Figure 1. Pin map.
Scale: 3 px per um. Pins as bars across the die edge, other pins in gray.
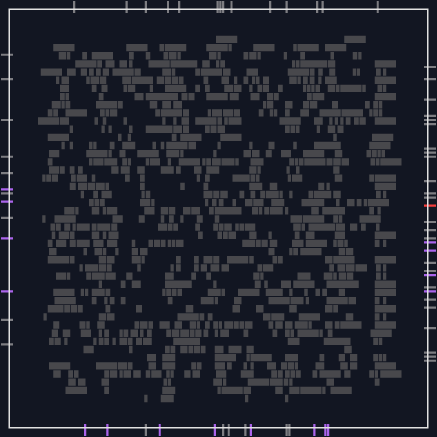
Figure 2. Signal wires on met2.
Scale: 3 px per um.
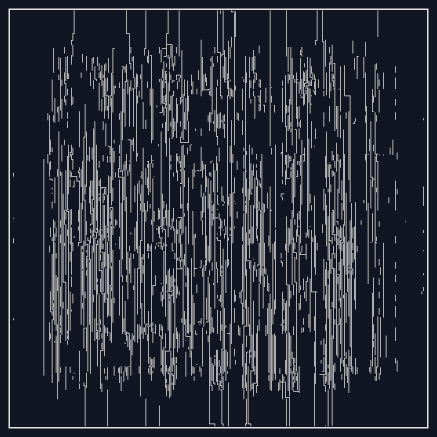
Figure 3. Metal layers overlaid.
Scale: 2 px per um. Only two layers are drawn.
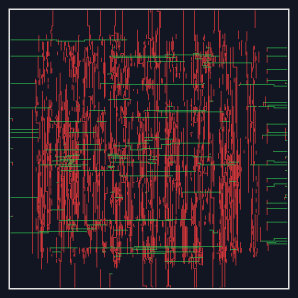
Figure 4. Cell outlines without signal wires.
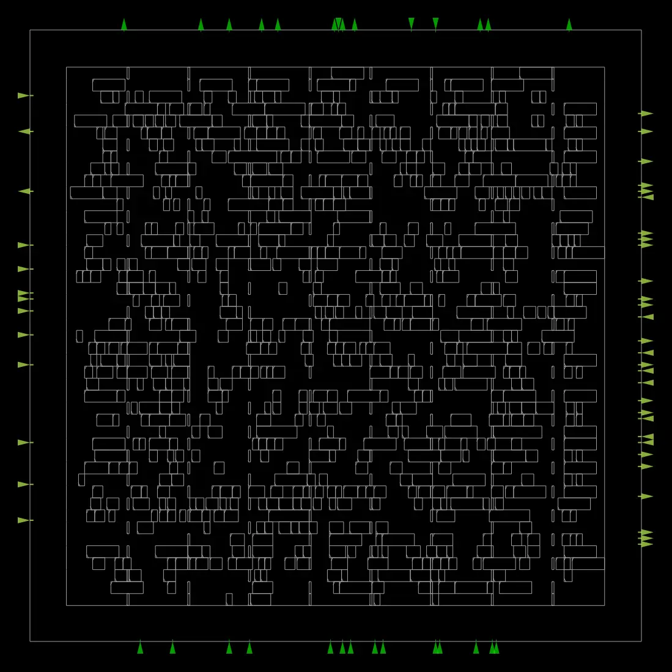
Figure 5. Wires at chosen ports, followed through buffers.
Scale: 2 px per um.
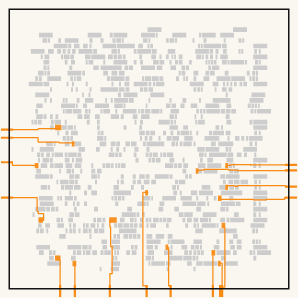
$ cat src/rtl/gcd_unit.sv
// gcd_unit: parametrised GCD engine with a start/busy/done handshake.
//
// Handshake: start is a one-sided request. It is accepted only when the
// engine is IDLE and needs no ready response. busy is high for every RUN
// cycle. done is a single-cycle pulse, and ans/iters change on the same edge
// that raises done. start is ignored while busy or done and is never queued.
// abort only has an effect in RUN. It drops the computation without a done
// pulse and leaves ans/iters untouched.
//
// Build option: define GCD_BINARY_EN to replace the subtractive Euclid step
// with Stein's binary algorithm. The interface and results are the same in
// both builds; only the iteration count differs.
module gcd_unit #(
    parameter int WIDTH  = 16,
    parameter int ITER_W = 16
) (
    input  logic              clk,
    input  logic              rst,
    input  logic              start,
    input  logic              abort,
    input  logic [WIDTH-1:0]  a,
    input  logic [WIDTH-1:0]  b,
    output logic              busy,
    output logic              done,
    output logic [WIDTH-1:0]  ans,
    output logic [ITER_W-1:0] iters
);

    typedef enum logic [1:0] {
        S_IDLE = 2'd0,
        S_RUN  = 2'd1,
        S_DONE = 2'd2
    } state_t;

    state_t state_q, state_d;

    // Working operands, the RUN-cycle counter and the published results.
    logic [WIDTH-1:0]  a_q, a_d;
    logic [WIDTH-1:0]  b_q, b_d;
    logic [ITER_W-1:0] cnt_q, cnt_d;
    logic [WIDTH-1:0]  ans_q, ans_d;
    logic [ITER_W-1:0] iters_q, iters_d;

`ifdef GCD_BINARY_EN
    // Number of factors of two stripped from both operands.
    localparam int K_W = $clog2(WIDTH) + 1;
    logic [K_W-1:0] k_q, k_d;
`endif

    // Operand comparisons shared by the finish test and the step rules.
    logic             a_zero;
    logic             b_zero;
    logic             a_eq_b;
    logic             a_gt_b;
    logic             finish;
    logic [ITER_W-1:0] cnt_inc;
    logic [WIDTH-1:0]  result;

    // Decode the finish condition, the saturating count and the final result.
    always_comb begin
        a_zero  = (a_q == '0);
        b_zero  = (b_q == '0);
        a_eq_b  = (a_q == b_q);
        a_gt_b  = (a_q > b_q);
        finish  = a_zero || b_zero || a_eq_b;
        cnt_inc = (cnt_q == {ITER_W{1'b1}}) ? cnt_q : cnt_q + ITER_W'(1);
`ifdef GCD_BINARY_EN
        // The true GCD never exceeds max(a,b), so this shift cannot overflow.
        result  = (a_zero ? b_q : a_q) << k_q;
`else
        result  = a_zero ? b_q : a_q;
`endif
    end

    // Next-state logic and datapath updates for the IDLE/RUN/DONE controller.
    always_comb begin
        state_d = state_q;
        a_d     = a_q;
        b_d     = b_q;
        cnt_d   = cnt_q;
        ans_d   = ans_q;
        iters_d = iters_q;
`ifdef GCD_BINARY_EN
        k_d     = k_q;
`endif
        case (state_q)
            S_IDLE: begin
                if (start) begin
                    a_d     = a;
                    b_d     = b;
                    cnt_d   = '0;
`ifdef GCD_BINARY_EN
                    k_d     = '0;
`endif
                    state_d = S_RUN;
                end
            end
            S_RUN: begin
                cnt_d = cnt_inc;
                if (abort) begin
                    // Abort wins over a finish that would happen this cycle.
                    state_d = S_IDLE;
                end else if (finish) begin
                    ans_d   = result;
                    iters_d = cnt_inc;
                    state_d = S_DONE;
                end else begin
`ifdef GCD_BINARY_EN
                    if (!a_q[0] && !b_q[0]) begin
                        a_d = a_q >> 1;
                        b_d = b_q >> 1;
                        k_d = k_q + K_W'(1);
                    end else if (!a_q[0]) begin
                        a_d = a_q >> 1;
                    end else if (!b_q[0]) begin
                        b_d = b_q >> 1;
                    end else if (a_gt_b) begin
                        a_d = a_q - b_q;
                    end else begin
                        b_d = b_q - a_q;
                    end
`else
                    // Only the larger operand is reduced, so there is no underflow.
                    if (a_gt_b) begin
                        a_d = a_q - b_q;
                    end else begin
                        b_d = b_q - a_q;
                    end
`endif
                end
            end
            S_DONE: begin
                state_d = S_IDLE;
            end
            default: begin
                state_d = S_IDLE;
            end
        endcase
    end

    // State and datapath registers with synchronous active-high reset.
    always_ff @(posedge clk) begin
        if (rst) begin
            state_q <= S_IDLE;
            a_q     <= '0;
            b_q     <= '0;
            cnt_q   <= '0;
            ans_q   <= '0;
            iters_q <= '0;
`ifdef GCD_BINARY_EN
            k_q     <= '0;
`endif
        end else begin
            state_q <= state_d;
            a_q     <= a_d;
            b_q     <= b_d;
            cnt_q   <= cnt_d;
            ans_q   <= ans_d;
            iters_q <= iters_d;
`ifdef GCD_BINARY_EN
            k_q     <= k_d;
`endif
        end
    end

    // All outputs come straight from registers.
    always_comb begin
        busy  = (state_q == S_RUN);
        done  = (state_q == S_DONE);
        ans   = ans_q;
        iters = iters_q;
    end

endmodule

$ cat config.mk
export PLATFORM = sky130hd
export DESIGN_NAME = gcd_unit
export DESIGN_NICKNAME = d
export VERILOG_FILES = /design/src/rtl/gcd_unit.sv
export SDC_FILE = /design/constraint.sdc
export NUM_CORES = 1
export LEC_CHECK = 0
export CAP_MARGIN = 10
export CELL_PAD_IN_SITES_DETAIL_PLACEMENT = 0
export CELL_PAD_IN_SITES_GLOBAL_PLACEMENT = 2
export CORE_MARGIN = 8
export CORE_UTILIZATION = 38
export DETAILED_ROUTE_END_ITERATION = 10
export DONT_BUFFER_PORTS = 1
export GPL_TIMING_DRIVEN = 0
export PLACE_DENSITY_LB_ADDON = 0.05
export SLEW_MARGIN = 5
export SYNTH_ARGS = -nofsm -noshare
export SYNTH_HDL_FRONTEND = slang
export SYNTH_SLANG_ARGS = --single-unit
$ cat constraint.sdc
create_clock -name clk -period 3.2 [get_ports clk]
set_input_delay 0.96 -clock clk [delete_from_list [all_inputs] [get_ports clk]]
set_output_delay 0.96 -clock clk [all_outputs]
set_load 0.01 [all_outputs]
==> flow_metrics.env <==
# yosys + openroad results
export IMPL_synth_warnings=0
export IMPL_ys_sh_aoi_pct=29.7
export IMPL_max_freq_ghz=0.323
export IMPL_comb_area_sq_mm=0.00373
export IMPL_synthArstFlopShare_pct=0
export IMPL_logic_gates=574
export IMPL_place_congestion=0.907
export IMPL_r2r_setup_slack_ps=100
export IMPL_drt_iter0_markers=476
export IMPL_inverters=42
export IMPL_powerComb_mw=3.52
export IMPL_grt_pass1_vias=5586
export IMPL_netlist_instances=749
export IMPL_place_port_buffers=0
export IMPL_whs_ps=502
export IMPL_critPathKind="reg2reg"
export IMPL_dominant_cells="combinational gates"
export IMPL_largest_area_cell="dfxtp_1"
export IMPL_critPathBufInv=1
export IMPL_hold_class="reg2reg"
export IMPL_die_h_um=139
export IMPL_hold_buffers=0
export IMPL_ys_sh_simple_pct=21.5
export IMPL_grt_overflow_total=0
export IMPL_dr_max_layer_used="met4"
export IMPL_rsz0062_at_grt="false"
export IMPL_top_usage_layer="met2"
export IMPL_min_path_cells=2
export IMPL_powerDensity_mw_per_mm2=969
export IMPL_nClkBuffers=9
export IMPL_cts_root_buf="clkbuf_16"
export IMPL_die_w_um=139
export IMPL_arrival_ps=3350
export IMPL_drc=0
export IMPL_hold_start="iters[0]"
export IMPL_finalCritPeriodShare_pct=96.9
export IMPL_tightestPinTransition_ps=871
export IMPL_rr_startpoint="a_q[9]"
export IMPL_post_cts_buffers=0
export IMPL_topCombFamilyByArea="AND-OR/OR-AND gates"
export IMPL_grt_pass1_wl_mm=34.5
export IMPL_fin_crit_ps=3100
export IMPL_status="finished clean"
export IMPL_signal_buffers=54
export IMPL_ys_chip_area_sq_mm=0.00575
export IMPL_final_layout_top_logic_cell="dfxtp_1"
export IMPL_use_met3_pct=4.37
export IMPL_syn2layout_area_growth_pct=10.9
export IMPL_syn_area_sq_mm=0.00575
export IMPL_drt_first_pass_iters=5
export IMPL_antenna_cells=0
export IMPL_dpl_instance_area_sq_mm=0.00599
export IMPL_synth_nets=819
export IMPL_htree_levels=3
export IMPL_met2WireLength_mm=9.77
export IMPL_p_int_mw=3.11
export IMPL_clock_latency_ps=360
export IMPL_muxShareOfSynthArea_pct=3.63
export IMPL_cp_startpoint="a_q[9]"
export IMPL_rows=45
export IMPL_placed_cells=937
export IMPL_worst_path_max_fanout=9
export IMPL_hold_viol_final=0
export IMPL_top_power_group="combinational cells"
export IMPL_fin_setup_tns_ps=0
export IMPL_place_ws_ps=6.70
export IMPL_die_area_sq_mm=0.0193
export IMPL_cts_clk_slew_worst_paths_ps=70
export IMPL_drv_cap=0
export IMPL_fp_util_pct=38.4
export IMPL_pwr_share_seq_pct=24.0
export IMPL_n_tap_cell=188
export IMPL_switchingPower_mw=3.07
export IMPL_critPathRequiredTime_ps=3450
export IMPL_slew_viol_final=0
export IMPL_routed_wl_met3_mm=1.57
export IMPL_slew_headroom_pct=41.9
export IMPL_tritoncts="built"
export IMPL_yosys_area_top_type_share_pct=28.5
## Picture notes: Figure 1
abort: marked red, pins 1, direction input, edge right. b: marked purple, pins 16, direction input, edge 8 bottom, 4 right, 4 left.
All pins by edge: 29 right, 14 top, 14 bottom, 13 left.

## Picture notes: Figure 2
673 nets have wire on it. The wires run mostly vertical.
final wirelength: 23.1 mm
met2 Track Usage GR: 35.3%
routed via count: 5824

## Picture notes: Figure 3
M2: marked red, wire length 9770 um. M3: marked green, wire length 1570 um.

## Picture notes: Figure 4
Flop Count: 82
Seq/total area: 25.7%
Util after Layout: 42.6%
fill count: 1560

## Picture notes: Figure 5
b: marked orange, bits 16, direction input, end cells 16, buffers 0, wire 448 um.

